`src/rtl/apple1_pkg.sv`:
```
// rtl/apple1_pkg.sv - shared constants and types for the Apple-1 bus controller
// Contents: FSM state encoding, default region base/mask/wait tables,
//           read value returned on a decode miss, region index type.
package apple1_pkg;

    localparam logic [0:0] ST_IDLE = 1'b0;
    localparam logic [0:0] ST_WAIT = 1'b1;

    // Region 0 = PIA keyboard pair D010/D011, region 1 = PIA display pair
    // D012/D013, region 2 = catch-all RAM (mask 0 matches everything).
    localparam logic [47:0] DEF_REGION_BASE = {16'h0000, 16'hD012, 16'hD010};
    localparam logic [47:0] DEF_REGION_MASK = {16'h0000, 16'hFFFE, 16'hFFFE};
    localparam logic [11:0] DEF_REGION_WAIT = 12'h000;

    localparam logic [7:0] MISS_DATA = 8'hFF;

    // Up to eight regions, so a 3-bit index always suffices.
    typedef logic [2:0] region_idx_t;

endpackage

```
`src/rtl/apple1_addr_decode.sv`:
```
// rtl/apple1_addr_decode.sv - combinational priority address decode
// Ports: addr (CPU address) -> hit_vec (one-hot region), hit_idx (region
//        index), hit (any region matched). Lowest region index wins.
module apple1_addr_decode
    import apple1_pkg::*;
#(
    parameter int                      N_REGIONS   = 3,
    parameter logic [16*N_REGIONS-1:0] REGION_BASE = DEF_REGION_BASE,
    parameter logic [16*N_REGIONS-1:0] REGION_MASK = DEF_REGION_MASK
) (
    input  logic [15:0]          addr,
    output logic [N_REGIONS-1:0] hit_vec,
    output region_idx_t          hit_idx,
    output logic                 hit
);

    // Scan from the highest index down so the lowest matching region is
    // the last one written and therefore takes priority.
    always_comb begin
        hit_vec = '0;
        hit_idx = '0;
        hit     = 1'b0;
        for (int k = N_REGIONS - 1; k >= 0; k--) begin
            if ((addr & REGION_MASK[16*k +: 16]) ==
                (REGION_BASE[16*k +: 16] & REGION_MASK[16*k +: 16])) begin
                hit_vec    = '0;
                hit_vec[k] = 1'b1;
                hit_idx    = region_idx_t'(k);
                hit        = 1'b1;
            end
        end
    end

endmodule

```
`src/rtl/apple1_bus_ctrl.sv`:
```
// rtl/apple1_bus_ctrl.sv - Apple-1 bus controller: region decode, wait states, write strobes
// Ports: sys_clock/reset (sync, active high); cpu_clken, cpu_addr, cpu_we in;
//        cpu_din, cpu_ready out; sl_dout, sl_wait in per region; sl_cs, sl_wr
//        out per region; bus_err out only when APPLE1_BUS_TIMEOUT_EN is defined.
// Macro: APPLE1_BUS_TIMEOUT_EN adds a per-access stall counter that aborts
//        an access after TIMEOUT ready-low strobes and sets sticky bus_err.
module apple1_bus_ctrl
    import apple1_pkg::*;
#(
    parameter int                      N_REGIONS   = 3,
    parameter logic [16*N_REGIONS-1:0] REGION_BASE = DEF_REGION_BASE,
    parameter logic [16*N_REGIONS-1:0] REGION_MASK = DEF_REGION_MASK,
    parameter logic [4*N_REGIONS-1:0]  REGION_WAIT = '0,
    parameter int                      TIMEOUT     = 255
) (
    input  logic                   sys_clock,
    input  logic                   reset,
    input  logic                   cpu_clken,
    input  logic [15:0]            cpu_addr,
    input  logic                   cpu_we,
    output logic [7:0]             cpu_din,
    output logic                   cpu_ready,
    input  logic [8*N_REGIONS-1:0] sl_dout,
    input  logic [N_REGIONS-1:0]   sl_wait,
    output logic [N_REGIONS-1:0]   sl_cs,
    output logic [N_REGIONS-1:0]   sl_wr
`ifdef APPLE1_BUS_TIMEOUT_EN
    ,
    output logic                   bus_err
`endif
);

    logic [0:0]           state;
    region_idx_t          lat_idx;
    logic [3:0]           cnt;

    logic [N_REGIONS-1:0] dec_vec;
    region_idx_t          dec_idx;
    logic                 dec_hit;

    region_idx_t          sel_idx;
    logic                 sel_hit;
    logic [3:0]           sel_w;
    logic                 sel_busy;
    logic                 ready_raw;
    logic                 timed_out;
    logic [7:0]           lat_vec8;

    // Per-region tables padded to 8 entries so a 3-bit index never runs
    // past the end; unused entries look like an idle, zero-wait miss.
    logic [3:0]           wait_tab [8];
    logic [7:0]           dout_tab [8];
    logic [7:0]           busy_tab;

    apple1_addr_decode #(
        .N_REGIONS   (N_REGIONS),
        .REGION_BASE (REGION_BASE),
        .REGION_MASK (REGION_MASK)
    ) u_decode (
        .addr    (cpu_addr),
        .hit_vec (dec_vec),
        .hit_idx (dec_idx),
        .hit     (dec_hit)
    );

    always_comb begin
        busy_tab = '0;
        for (int k = 0; k < 8; k++) begin
            wait_tab[k] = '0;
            dout_tab[k] = MISS_DATA;
        end
        for (int k = 0; k < N_REGIONS; k++) begin
            wait_tab[k] = REGION_WAIT[4*k +: 4];
            dout_tab[k] = sl_dout[8*k +: 8];
            busy_tab[k] = sl_wait[k];
        end
    end

    // In WAIT the region latched on entry is authoritative; the CPU may
    // already be driving the next address.
    assign sel_idx  = (state == ST_WAIT) ? lat_idx : dec_idx;
    assign sel_hit  = (state == ST_WAIT) || dec_hit;
    assign sel_w    = wait_tab[sel_idx];
    assign sel_busy = busy_tab[sel_idx];
    assign lat_vec8 = 8'b1 << lat_idx;
    assign sl_cs    = (state == ST_WAIT) ? lat_vec8[N_REGIONS-1:0] : dec_vec;

    always_comb begin
        ready_raw = 1'b1;
        if (sel_hit) begin
            if (state == ST_IDLE) begin
                ready_raw = (sel_w == 4'd0) && !sel_busy;
            end else begin
                ready_raw = (cnt == 4'd0) && !sel_busy;
            end
        end
    end

    assign cpu_ready = ready_raw | timed_out;
    assign cpu_din   = (!sel_hit || timed_out) ? MISS_DATA : dout_tab[sel_idx];
    // Ready is high on exactly one strobe per access, so this is one pulse.
    assign sl_wr     = sl_cs & {N_REGIONS{cpu_we & cpu_ready & cpu_clken & !timed_out}};

    always_ff @(posedge sys_clock) begin
        if (reset) begin
            state   <= ST_IDLE;
            cnt     <= '0;
            lat_idx <= '0;
        end else if (cpu_clken) begin
            if (state == ST_IDLE) begin
                // Ready low in IDLE implies a hit, so dec_idx is valid here.
                if (!cpu_ready) begin
                    lat_idx <= dec_idx;
                    cnt     <= (sel_w == 4'd0) ? 4'd0 : sel_w - 4'd1;
                    state   <= ST_WAIT;
                end
            end else begin
                if (timed_out) begin
                    cnt   <= '0;
                    state <= ST_IDLE;
                end else if (cnt != 4'd0) begin
                    cnt <= cnt - 4'd1;
                end else if (!sel_busy) begin
                    state <= ST_IDLE;
                end
            end
        end
    end

`ifdef APPLE1_BUS_TIMEOUT_EN
    localparam logic [7:0] TIMEOUT_CNT = 8'(TIMEOUT);

    logic [7:0] stall_cnt;
    logic [7:0] stall_next;

    assign stall_next = stall_cnt + 8'd1;
    assign timed_out  = (state == ST_WAIT) && (stall_cnt == TIMEOUT_CNT);

    // Every ready-low strobe of an access counts; any ready-high strobe
    // (normal completion or forced abort) ends the access and clears it.
    always_ff @(posedge sys_clock) begin
        if (reset) begin
            stall_cnt <= '0;
            bus_err   <= 1'b0;
        end else if (cpu_clken) begin
            if (!cpu_ready) begin
                stall_cnt <= stall_next;
                if (stall_next == TIMEOUT_CNT) begin
                    bus_err <= 1'b1;
                end
            end else begin
                stall_cnt <= '0;
            end
        end
    end
`else
    logic unused_timeout;

    assign timed_out      = 1'b0;
    assign unused_timeout = ^TIMEOUT;
`endif

endmodule

```
`config.mk`:
```
export PLATFORM = sky130hd
export DESIGN_NAME = apple1_bus_ctrl
export DESIGN_NICKNAME = d
export VERILOG_FILES = /design/src/rtl/apple1_pkg.sv /design/src/rtl/apple1_addr_decode.sv /design/src/rtl/apple1_bus_ctrl.sv
export SDC_FILE = /design/constraint.sdc
export NUM_CORES = 1
export LEC_CHECK = 0
export CAP_MARGIN = 15
export CORE_MARGIN = 2
export CORE_UTILIZATION = 37
export CTS_CLUSTER_DIAMETER = 40
export DETAILED_ROUTE_END_ITERATION = 7
export PLACE_DENSITY = 0.77
export SYNTH_ARGS = -nofsm -noshare
export SYNTH_HDL_FRONTEND = slang
export SYNTH_HIERARCHICAL = 1
export SYNTH_SLANG_ARGS = --single-unit
```
`constraint.sdc`:
```
create_clock -name sys_clock -period 3.8 [get_ports sys_clock]
set_input_delay 0.76 -clock sys_clock [delete_from_list [all_inputs] [get_ports sys_clock]]
set_output_delay 0.76 -clock sys_clock [all_outputs]
set_load 0.01 [all_outputs]
```
Figure 1. Floorplan with the power grid.
The bar under the picture is 20 um long. Pins as bars on the die edge.
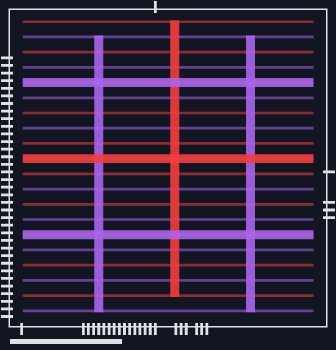
| colour | net |
|---|---|
| purple | VSS |
| red | VDD |
rows: 19
met1 rails: 20

Figure 2. Placement by cell class.
Fill, decap, tap and diode cells in grey.
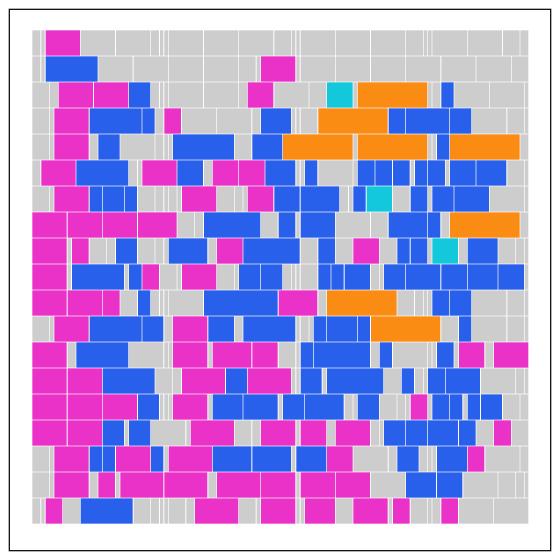
| colour | class | cells | share of their area |
|---|---|---|---|
| cyan | cells driving clock nets | 3 | 1.3% |
| blue | all other logic | 108 | 49% |
| magenta | other buffers and delay cells | 74 | 40% |
| orange | flip-flops | 8 | 9.4% |

==> results.ini <==
[run_status]
status = complete, no violations

[synth]
synthArstFlopShare_pct = 0
top_cell = nand2_1
syn_nets = 175
top_cells_by_area = dfxtp_1 16%, mux2_4 13%, o22ai_1 4.9%, nand2_1 4.8%, buf_4 4.4%
top_area_cell = dfxtp_1
synthTopCellsByCount = 13 x nand2_1, 9 x mux2_4, 8 x dfxtp_1, 8 x inv_1, 8 x o22ai_1
yosys-stat-cells = 127
yosysUniqueCellTypes = 45
syn_inst = 127
netlist_area_um2 = 1020
numSynthFlops = 8
ys_chip_area_um2 = 1020
yosys.stat.seqShare_pct = 15.7

[critical_path]
cp.buffers_inverters = 3
cp-start-kind = primary input
cp_top_family = simple AND/OR/NAND/NOR gates
crit_start = cpu_addr[14]
max_stage_delay_ns = 0.61
r2r_slack_ns = 1.65
required_ns = 3.04
endpoint = cpu_ready

[placement]
place.gp.congestion = 0.809
dp_slack_ns = -0.479
dp_hpwl_mm = 2.49
dpl-instance-area_um2 = 1670

[final_layout]
combGateArea_um2 = 806
seq_share_pct = 9.20
n_fill_cell = 227
comb_area_share_pct = 46.3
mostFrequentLayoutCell = clkdlybuf4s50_1
layout.nets = 243
clkbuf_count = 3
nonClkBufAreaFrac_pct = 39.3
seq_area_um2 = 160
clk_share_pct = 1.29
final_cells = 224
final_core_util_pct = 64.8
dominant_cells = multi-input combinational cells
diodes = 0
stdcell_area_um2 = 1740

[routing]
ant_nets = 0
drcViolationCount = 0
vias_per_cell = 5.52
wl_mm = 3.05
initialDrtViolationCount = 13
via_count = 1237
drt-pass1-iter-count = 5

[final_timing]
hold_slack_ns = 0.488
setup_tns_ns = 0
setup_ws_ns = 0.0836
relSlewSlack_pct = 48.7
setup_violations = 0
period_minus_slack_ns = 3.72
drv_slew = 0
max_freq_mhz = 269
period_used_pct = 97.8

[pwr]
leakagePower_uw = 0.000742
power_leader = combinational logic
comb-power_uw = 126
power.share.switching_pct = 29.1
p_sw_uw = 81.3
pg_seq_uw = 90.8
power.density_nw_per_um2 = 161
internal_power_uw = 199
p_comb_share_pct = 45.0

[global_route]
antenna_found_initial = 0
gr-usage-all-layers_pct = 19.1
grt_pass1_vias = 1235
grt_max_degree = 20

[clock_tree]
insertion_delay_ns = 0.25
post-cts-setup-buffer-count = 1
hold_buffers = 0
clockBufferDepth = 2
cts_buffers = 3
cts.root.buffer_cell = clkbuf_4
clk_pin_slew_ns = 0.05

[min_path]
hold_class = reg -> reg
hp-start = cnt[1]$_SDFFE_PP0P_
holdPathStages = 2

[die]
die_x_um = 56.5
chipArea_um2 = 3190
core_um2 = 2690
die_h_um = 56.5

Figure 3. Routed clock nets over the placement.
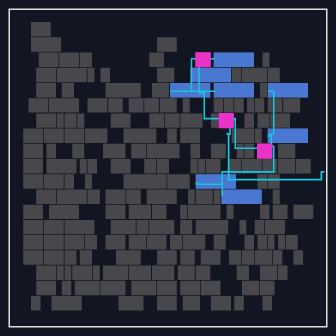
[magenta] cells driving clock nets | count: 3
[blue] flip-flops | count: 8
[cyan] clock wires | length: 112 um
routed clock nets: 4

registers in the layout, summed over array words and instances (netlist names):
signal,count
state,1
lat_idx,3
cnt,4
logic make-up (layout without fill, tap and decap cells):
kind of cell / Yosys count / count (layout) / synth area share [%]
AOI/OAI and AO/OA: 34 / 34 / 25.4
adders and majority gates: 1 / 1 / 1.23
DFF: 8 / 8 / 15.7
muxes: 10 / 10 / 14.2
and+or+nand+nor: 51 / 51 / 30.2
xor gates and xnor gates: 2 / 2 / 1.72
other: 2 / 2 / 0.736
buffers and inverters: 19 / 85 / 10.8
layer usage:
layer	vias to the layer above	track usage, %	share of wire (%)
met3	8	5.99	9.0
met5	-	0	0
li1	610	-	-
met2	60	34.1	50
met1	559	20.8	39
met4	0	7.48	1.7
